Fig. 1: run 1, clock distribution
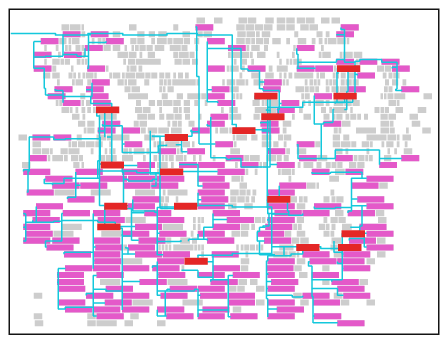
Fig. 2: run 1, floorplan with the power grid
Pins as bars on the die edge. Tap cells in gray.
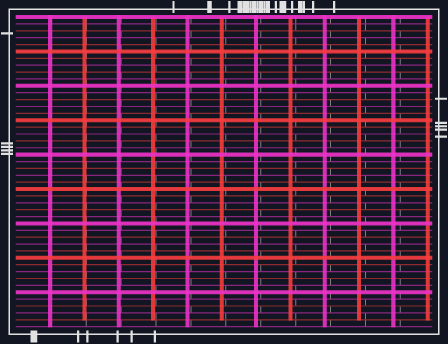
Fig. 3: run 1, routing congestion
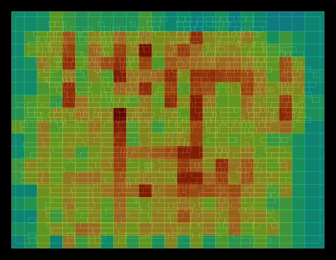
==> src/rtl/uart_tx_cfg.sv <==
// Runtime-configurable UART transmitter: 5-8 data bits, none/even/odd parity,
// one or two stop bits, fed from a TX FIFO and serialised back-to-back, LSB first.
module uart_tx_cfg #(
    parameter int unsigned CLK_FREQ   = 80_000_000,
    parameter int unsigned BAUD_RATE  = 115200,
    parameter int unsigned FIFO_DEPTH = 16
) (
    input  logic                        i_clk,
    input  logic                        i_rst,
    input  logic                        i_wr_en,
    input  logic [7:0]                  i_wr_data,
    input  logic [15:0]                 i_div,
    input  logic [1:0]                  i_data_bits,
    input  logic [1:0]                  i_parity,
    input  logic                        i_stop2,
    output logic                        o_tx_out,
    output logic                        o_tx_done,
    output logic                        o_tx_busy,
    output logic                        o_full,
    output logic                        o_empty,
    output logic [$clog2(FIFO_DEPTH):0] o_level,
    output logic                        o_overflow,
    output logic [2:0]                  o_state_debug
);
    localparam int unsigned   AW          = $clog2(FIFO_DEPTH);
    localparam int unsigned   LW          = AW + 1;
    localparam logic [15:0]   DEFAULT_DIV = 16'((CLK_FREQ + BAUD_RATE / 2) / BAUD_RATE);
    localparam logic [LW-1:0] LEVEL_FULL  = LW'(FIFO_DEPTH);

    typedef enum logic [2:0] {
        S_IDLE   = 3'd0,
        S_START  = 3'd1,
        S_DATA   = 3'd2,
        S_PARITY = 3'd3,
        S_STOP   = 3'd4
    } state_e;

    // TX FIFO
    logic [7:0]    mem_q [FIFO_DEPTH];
    logic [AW-1:0] wr_ptr_q;
    logic [AW-1:0] rd_ptr_q;
    logic [LW-1:0] level_q;
    logic [LW-1:0] level_d;
    logic          full_q;
    logic          empty_q;
    logic          ovf_q;
    logic          push;
    logic          pop;
    logic [7:0]    head;

    // Frame engine
    state_e        state_q;
    logic          tx_q;
    logic          done_q;
    logic [15:0]   cnt_q;
    logic [15:0]   div_q;
    logic [7:0]    shift_q;
    logic [2:0]    last_idx_q;
    logic [2:0]    bit_idx_q;
    logic          par_en_q;
    logic          par_odd_q;
    logic          stop2_q;

    logic [15:0]   eff_div;
    logic          bit_end;
    logic          last_stop;
    logic          frame_end;
    logic [7:0]    data_mask;
    logic          par_bit;

    assign eff_div   = (i_div < 16'd2) ? DEFAULT_DIV : i_div;
    assign bit_end   = (cnt_q == div_q - 16'd1);
    assign last_stop = (bit_idx_q == {2'b00, stop2_q});
    assign frame_end = (state_q == S_STOP) && bit_end && last_stop;
    assign data_mask = 8'hFF >> (3'd7 - last_idx_q);
    assign par_bit   = (^(shift_q & data_mask)) ^ par_odd_q;

    // A full FIFO rejects a write even when a pop frees a slot on the same edge.
    assign push = i_wr_en && !full_q;
    assign pop  = !empty_q && ((state_q == S_IDLE) || frame_end);
    assign head = mem_q[rd_ptr_q];

    always_comb begin
        level_d = level_q + LW'(push) - LW'(pop);
    end

    always_ff @(posedge i_clk) begin
        if (push) begin
            mem_q[wr_ptr_q] <= i_wr_data;
        end
    end

    always_ff @(posedge i_clk) begin
        if (i_rst) begin
            wr_ptr_q <= '0;
            rd_ptr_q <= '0;
            level_q  <= '0;
            full_q   <= 1'b0;
            empty_q  <= 1'b1;
            ovf_q    <= 1'b0;
        end else begin
            if (push) begin
                wr_ptr_q <= wr_ptr_q + AW'(1);
            end
            if (pop) begin
                rd_ptr_q <= rd_ptr_q + AW'(1);
            end
            level_q <= level_d;
            full_q  <= (level_d == LEVEL_FULL);
            empty_q <= (level_d == '0);
            ovf_q   <= i_wr_en && full_q;
        end
    end

    always_ff @(posedge i_clk) begin
        if (i_rst) begin
            state_q    <= S_IDLE;
            tx_q       <= 1'b1;
            done_q     <= 1'b0;
            cnt_q      <= '0;
            div_q      <= '0;
            shift_q    <= '0;
            last_idx_q <= '0;
            bit_idx_q  <= '0;
            par_en_q   <= 1'b0;
            par_odd_q  <= 1'b0;
            stop2_q    <= 1'b0;
        end else begin
            done_q <= 1'b0;
            cnt_q  <= cnt_q + 16'd1;
            case (state_q)
                S_IDLE: begin
                    tx_q  <= 1'b1;
                    cnt_q <= '0;
                end
                S_START: begin
                    if (bit_end) begin
                        cnt_q     <= '0;
                        state_q   <= S_DATA;
                        bit_idx_q <= '0;
                        tx_q      <= shift_q[0];
                    end
                end
                S_DATA: begin
                    if (bit_end) begin
                        cnt_q <= '0;
                        if (bit_idx_q == last_idx_q) begin
                            bit_idx_q <= '0;
                            if (par_en_q) begin
                                state_q <= S_PARITY;
                                tx_q    <= par_bit;
                            end else begin
                                state_q <= S_STOP;
                                tx_q    <= 1'b1;
                            end
                        end else begin
                            bit_idx_q <= bit_idx_q + 3'd1;
                            tx_q      <= shift_q[bit_idx_q + 3'd1];
                        end
                    end
                end
                S_PARITY: begin
                    if (bit_end) begin
                        cnt_q     <= '0;
                        state_q   <= S_STOP;
                        bit_idx_q <= '0;
                        tx_q      <= 1'b1;
                    end
                end
                S_STOP: begin
                    if (bit_end) begin
                        cnt_q <= '0;
                        if (last_stop) begin
                            done_q  <= 1'b1;
                            state_q <= S_IDLE;
                            tx_q    <= 1'b1;
                        end else begin
                            bit_idx_q <= bit_idx_q + 3'd1;
                        end
                    end
                end
                default: begin
                    state_q <= S_IDLE;
                    tx_q    <= 1'b1;
                    cnt_q   <= '0;
                end
            endcase

            // Launch overrides the case above: from IDLE, or on the final stop
            // edge so the next start bit follows with no idle gap.
            if (pop) begin
                shift_q    <= head;
                div_q      <= eff_div;
                last_idx_q <= {1'b1, i_data_bits};
                par_en_q   <= ^i_parity;
                par_odd_q  <= (i_parity == 2'd2);
                stop2_q    <= i_stop2;
                cnt_q      <= '0;
                state_q    <= S_START;
                tx_q       <= 1'b0;
            end
        end
    end

    assign o_tx_out      = tx_q;
    assign o_tx_done     = done_q;
    assign o_tx_busy     = (state_q != S_IDLE);
    assign o_full        = full_q;
    assign o_empty       = empty_q;
    assign o_level       = level_q;
    assign o_overflow    = ovf_q;
    assign o_state_debug = state_q;

endmodule

==> config.mk <==
export PLATFORM = sky130hd
export DESIGN_NAME = uart_tx_cfg
export DESIGN_NICKNAME = d
export VERILOG_FILES = /design/src/rtl/uart_tx_cfg.sv
export SDC_FILE = /design/constraint.sdc
export NUM_CORES = 1
export LEC_CHECK = 0
export CORE_ASPECT_RATIO = 0.75
export CORE_MARGIN = 2
export CORE_UTILIZATION = 45
export DETAILED_ROUTE_END_ITERATION = 10
export GPL_TIMING_DRIVEN = 0
export HOLD_SLACK_MARGIN = 0.02
export SETUP_SLACK_MARGIN = 0.3
export SYNTH_ARGS = -nofsm -noshare
export SYNTH_HDL_FRONTEND = slang
export SYNTH_SLANG_ARGS = --single-unit
==> constraint.sdc <==
create_clock -name i_clk -period 10.6 [get_ports i_clk]
set_input_delay 2.12 -clock i_clk [delete_from_list [all_inputs] [get_ports i_clk]]
set_output_delay 2.12 -clock i_clk [all_outputs]
set_load 0.02 [all_outputs]
==> results.cfg, run 1 <==
; physical design summary
[synth]
most_common_cell = edfxtp_1
adder_share_pct = 2.12
ys_area_um2 = 9210
top_cells_by_area = edfxtp_1, dfxtp_1, mux2i_1
yosysTopAreaCellShare_pct = 41.7
synthFlopType = edfxtp_1
syn_inst = 747
ys_warn_count = 0
syn_area_um2 = 9210
top_logic_kind = simple AND/OR/NAND/NOR gates
async_flop_share_pct = 0
numSynthFlops = 198
edf_count = 128

[drt]
wl_met1_mm = 10.8
first_iter_violations = 512
vias = 6291
drt_wl_total_mm = 22.0
antenna_violating_nets_post_route = 0

[pwr]
p_int_mw = 1.51
power_leader = sequential cells

[critical_path]
critical_path.startpoint = div_q[0]$_SDFFE_PP0P_
crit_end = o_empty$_SDFF_PP1_
r2r-end = o_empty$_SDFF_PP1_
cpMaxStageDelayCell = or4b_2
cp.arrival_ns = 6.11
cp.depth = 19
startpoint_type = flip-flop
crit_type = flip-flop to flip-flop
crit_required_ns = 10.96
r2r_start = div_q[0]$_SDFFE_PP0P_

[finish]
register_area_um2 = 5250
largest_reg_flops = 128
layout_top_cells = edfxtp_1, dfxtp_1, nand2_1, nor2_1, mux2i_1
flops = 198
n_all_inverters = 26
largest_cell_class = flip-flops and latches
signal_buffers = 89
drive_gt1_share_pct = 10.1
fin_nets = 858
regMostFlops = mem_q
area_growth_pct = 15.1

[clock_tree]
root_buffer = clkbuf_16
clk_pin_slew_ns = 0.08
cts_sinks = 198
cts_resized = 0
cts_made_buffers = 17

[flow_run]
max_cap_viol_count = 0

[die]
die-area_um2 = 21600
fp-row-count = 45
ios = 46

[min_path]
min_path_cells = 2
hold_path.class = flip-flop to flip-flop

[grt]
grt_pass1_vias = 6054
busiest_layer = met1
grt_pass1_wl_mm = 34.0

[placed_design]
io_buffers = 45

[sta]
final-hold-violation-count = 0
fin_ws_ns = 4.84
fin_crit_sh_pct = 54.3

[run_status]
status = finished clean
Back to the opening pictures, Fig. 1:
Key: cyan = clock wires [length 2,250 um]; magenta = flip-flops [count 198]; red = clock drivers [count 17]
There are 18 routed clock nets. Position of the flops: all over the die.
clk_lat worst skew: 0.45 ns
clock group total power: 0.662 mW
Clk pwr share: 29.1%
Clock Skews: 0.0140 ns

Back to the opening pictures, Fig. 2:
Key: magenta = VSS; red = VDD
The core has 45 rows. 46 met1 rails follow the rows. 46 signal pins sit on the boundary. 12 straps on met4. 258 tap cells.
worst-case vdd ir drop: 0.000124 V
die height: 128 um
Die X: 169 um
core area: 20,200 um2

Back to the opening pictures, Fig. 3:
final core occ: 52.6%
GRT Overall Usage: 20.9%

Fig. 4: run 1, sequential cells colored by netlist name
Other sequential cells in the stronger gray, the rest of the logic in the fainter gray.
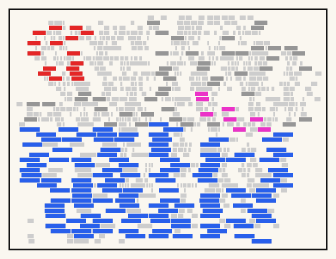

## Run 2: what changed since run 1
- clock period: 10.6 -> 5.05 ns (I/O delays scaled with it)
Fig. 5: run 2, sequential cells colored by netlist name
Other sequential cells in the stronger gray, the rest of the logic in the fainter gray.
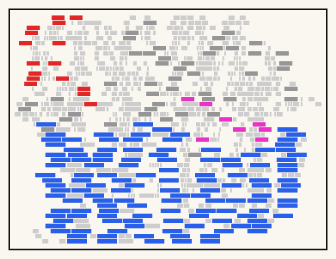
Key: red = cnt_q [sequential cells 16, where north-west]; blue = mem_q [sequential cells 128]; magenta = shift_q [sequential cells 8]
Another 46 sequential cells are not colored.
Reg area: 5250 um2
sequential share of cell area: 49.1%
final core occ: 53.0%
P_seq: 1.97 mW

Fig. 6: run 2, routing congestion
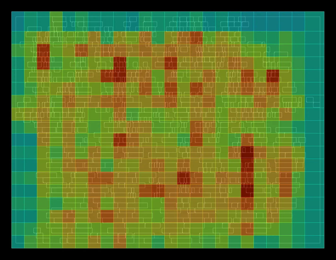
GRT Overall Usage: 20.9%
met1 Resource Use GR: 31.2%

Fig. 7: run 2, floorplan with the power grid
Pins as bars on the die edge. Tap cells in gray.
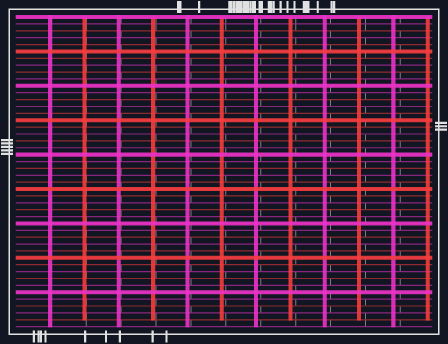
Key: red = VDD; magenta = VSS
46 signal pins sit on the boundary. The core has 45 rows. 46 met1 rails follow the rows. 12 straps on met4.
worst-case vdd ir drop: 0.000360 V

==> results.cfg, run 2 <==
; physical design summary
[finish]
combAreaFraction_pct = 35.1
flops = 198
antenna_cells = 0
largest_reg_flops = 128
signal_buffers = 99
mostFrequentLayoutCell = edfxtp_1
largest_cell_class = flip-flops and latches
regMostFlops = mem_q
drive_gt1_share_pct = 12.0
fin_cells = 1092
area_growth_pct = 16.0
buffer_area_share_pct = 6.77
layout_top_cells = edfxtp_1, dfxtp_1, nand2_1, nor2_1, mux2i_1
n_all_inverters = 26
fin_nets = 868

[synth]
synthMuxAreaShare_pct = 11.7
synth_seq_share_pct = 56.9
synthFlopType = edfxtp_1
numSynthFlops = 198
top_logic_kind = simple AND/OR/NAND/NOR gates
top_area_cell = edfxtp_1
top_cells_by_area = edfxtp_1, dfxtp_1, mux2i_1
most_common_cell = edfxtp_1
async_flop_share_pct = 0
ys_area_um2 = 9210
ys_warn_count = 0
edf_count = 128
top_cells_by_count = edfxtp_1, dfxtp_1, nand2_1, nor2_1, mux2i_1
syn_area_um2 = 9210
yosysTopAreaCellShare_pct = 41.7
adder_share_pct = 2.12
ys_sh_xor_pct = 4.33
syn_avg_cell_area_um2 = 12.3
syn_inst = 747

[critical_path]
startpoint_type = flip-flop
r2r-end = o_empty$_SDFF_PP1_
crit_end = o_empty$_SDFF_PP1_
cpPeakStageDelay_ns = 0.53
crit_required_ns = 5.40
crit_fanout = 10
cpMaxStageDelayCell = fa_2
r2r_start = div_q[0]$_SDFFE_PP0P_
crit_type = flip-flop to flip-flop
critical_path.startpoint = div_q[0]$_SDFFE_PP0P_
worstRegToRegCells = 18
cp.depth = 18
end_kind = flip-flop
cp.arrival_ns = 4.98

[clock_tree]
htree_levels = 4
cts_made_buffers = 17
root_buffer = clkbuf_16
clk_pin_slew_ns = 0.07
cts_sinks = 198
cts_tree = done
cts_resized = 10
clk_latency_ns = 0.43

[min_path]
hold_path.class = flip-flop to flip-flop
min_path_cells = 2
min_from = par_odd_q$_SDFFE_PP0P_

[placed_design]
io_buffers = 45
pre_cts_slack_ns = -0.783
gp_congestion = 0.906
dp_hpwl_mm = 15.8
placedCellCount = 1050

[pwr]
power_clock_mw = 1.25
p_clk_share_pct = 26.5
p_int_mw = 3.17
total_leakage_power_nw = 3.63
power_leader = sequential cells
switchingPower_mw = 1.54
p_sw_share_pct = 32.7
finalPower_mw = 4.70

[die]
die.size.y_um = 128
core-area_um2 = 20200
fp-row-count = 45
tap-cell-count = 258
die_w_um = 169
initial_utilization_pct = 45.7
ios = 46
die-area_um2 = 21600

[sta]
fin_crit_sh_pct = 91.6
skew_ns = 0.00692
final-hold-violation-count = 0
fin_ws_ns = 0.422

[drt]
drt_pre_antenna_iters = 6
drt_wl_total_mm = 21.9
met3_length_mm = 1.50
drc = 0
wl_met1_mm = 10.6
antenna_violating_nets_post_route = 0
vias = 6178
first_iter_violations = 568

[run_status]
status = finished clean

[flow_run]
max_cap_viol_count = 0

[grt]
busiest_layer = met1
grt_pass1_vias = 6096
gr-total-overflow = 0
grt_pass1_wl_mm = 34.2
Fig. 8: run 2, placement by cell class
The bar under the picture is 50 um long.
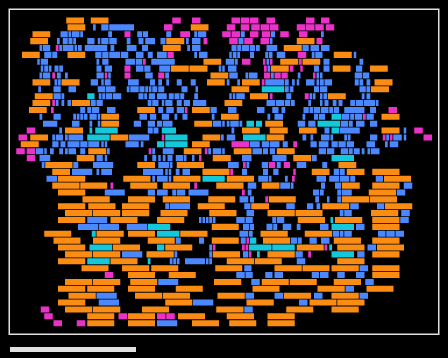

## Run 3: what changed since run 2
--- a/config.mk
+++ b/config.mk
@@ -12,4 +12,5 @@
 export GPL_TIMING_DRIVEN = 0
 export HOLD_SLACK_MARGIN = 0.02
+export MAX_ROUTING_LAYER = met4
 export SETUP_SLACK_MARGIN = 0.3
 export SYNTH_ARGS = -nofsm -noshare
==> constraint.sdc (replaced) <==
create_clock -name i_clk -period 5.05 [get_ports i_clk]
set_input_delay 0.7575 -clock i_clk [delete_from_list [all_inputs] [get_ports i_clk]]
set_output_delay 0.7575 -clock i_clk [all_outputs]
set_load 0.02 [all_outputs]
Fig. 9: run 3, placement by cell class
The bar under the picture is 50 um long.
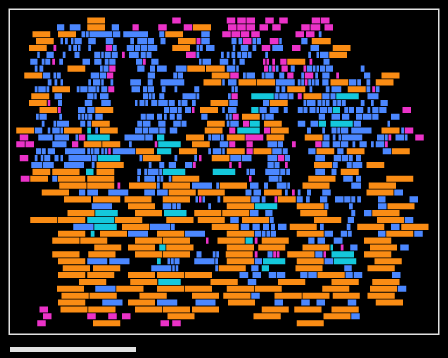
Key: cyan = clock drivers and dummy loads [cells 32, share of their area 5.4%]; orange = flops [cells 198, share of their area 50%]; magenta = other buffers and delay cells [cells 109, share of their area 7.6%]; blue = combinational and other logic [cells 505, share of their area 37%]
sequential share of cell area: 48.5%
# rows: 45
final instance area: 10,800 um2
final core occ: 53.7%

Fig. 10: run 3, sequential cells colored by netlist name
Other sequential cells in the stronger gray, the rest of the logic in the fainter gray.
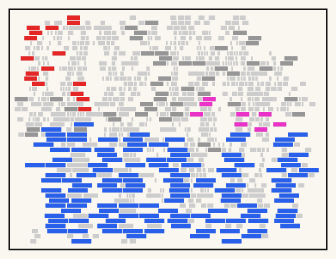
Key: magenta = shift_q [sequential cells 8, where east]; blue = mem_q [sequential cells 128]; red = cnt_q [sequential cells 16, where north-west]
P_seq: 1.98 mW
Reg area: 5250 um2

Fig. 11: run 3, routing congestion
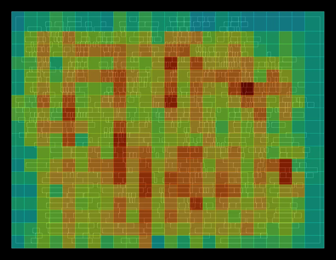
met3 GRT Util: 3.21%
routed length per instance: 20.4 um
met2 usage: 31.6%
met1 Resource Use GR: 33.1%
global routing's busiest layer: met1

==> results.cfg, run 3 <==
; physical design summary
[clock_tree]
cts_resized = 12
cts_tree = done
cts_sinks = 198
clk_latency_ns = 0.44
htree_levels = 4
root_buffer = clkbuf_16
clk_pin_slew_ns = 0.07
cts_made_buffers = 17

[grt]
antenna_found_initial = 0
grt_pass1_wl_mm = 34.7
grt.total_usage_pct = 22.0
grt_pass1_vias = 6069
gr-total-overflow = 0

[finish]
n_all_inverters = 26
antenna_cells = 0
regMostFlops = mem_q
area_growth_pct = 17.5
buffer_area_share_pct = 7.41
drive_gt1_share_pct = 14.1
largest_cell_class = flip-flops and latches
flops = 198
combAreaFraction_pct = 34.9
layout_top_cells = edfxtp_1, dfxtp_1, nand2_1, nor2_1, mux2i_1
largest_reg_flops = 128
fin_nets = 878
mostFrequentLayoutCell = edfxtp_1
signal_buffers = 109

[synth]
async_flop_share_pct = 0
syn_inst = 747
synthMuxAreaShare_pct = 11.7
yosysTopAreaCellShare_pct = 41.7
top_logic_kind = simple AND/OR/NAND/NOR gates
ys_area_um2 = 9210
syn_avg_cell_area_um2 = 12.3
synthFlopType = edfxtp_1
top_cells_by_area = edfxtp_1, dfxtp_1, mux2i_1
synth_seq_share_pct = 56.9
most_common_cell = edfxtp_1
adder_share_pct = 2.12
syn_area_um2 = 9210
numSynthFlops = 198
top_cells_by_count = edfxtp_1, dfxtp_1, nand2_1, nor2_1, mux2i_1
ys_warn_count = 0

[pwr]
p_clk_share_pct = 27.0
p_sw_share_pct = 32.7
p_per_area_nw_per_um2 = 452
switchingPower_mw = 1.60
power_leader = sequential cells
peakVddDrop_v = 0.000397
finalPower_mw = 4.89
total_leakage_power_nw = 3.70
p_int_mw = 3.29
power_clock_mw = 1.32

[placed_design]
pre_cts_slack_ns = -0.737
placedCellCount = 1050
placed_cell_area_um2 = 10000
io_buffers = 45
gp_congestion = 0.917

[critical_path]
cp.arrival_ns = 4.94
cpMaxStageDelayCell = or4b_4
startpoint_type = flip-flop
end_kind = flip-flop
cp.depth = 19
worstRegToRegCells = 19
crit_required_ns = 5.40
crit_end = o_empty$_SDFF_PP1_
critical_path.startpoint = div_q[0]$_SDFFE_PP0P_
r2r_start = div_q[0]$_SDFFE_PP0P_
crit_fanout = 5
r2r-end = o_empty$_SDFF_PP1_
path_common_cell = ha_4
crit_type = flip-flop to flip-flop

[die]
core-area_um2 = 20200
die_w_um = 169
die.size.y_um = 128
ios = 46
initial_utilization_pct = 45.7
tap-cell-count = 258

[drt]
first_iter_violations = 643
met3_length_mm = 1.19
drt_pre_antenna_iters = 5
drc = 0
dr_wl_met2_mm = 9.97
antenna_violating_nets_post_route = 0
drt_wl_total_mm = 22.5
vias = 6317

[min_path]
min_path_cells = 2
min_from = par_odd_q$_SDFFE_PP0P_
hold_path.class = flip-flop to flip-flop

[run_status]
status = finished clean

[sta]
fin_ws_ns = 0.457
hold-worst-slack_ns = 0.480
final-hold-violation-count = 0
skew_ns = 0.0169
fin_crit_sh_pct = 91.0

[flow_run]
max_cap_viol_count = 0
No activity file was given, so power comes from the tool's default toggle rates.
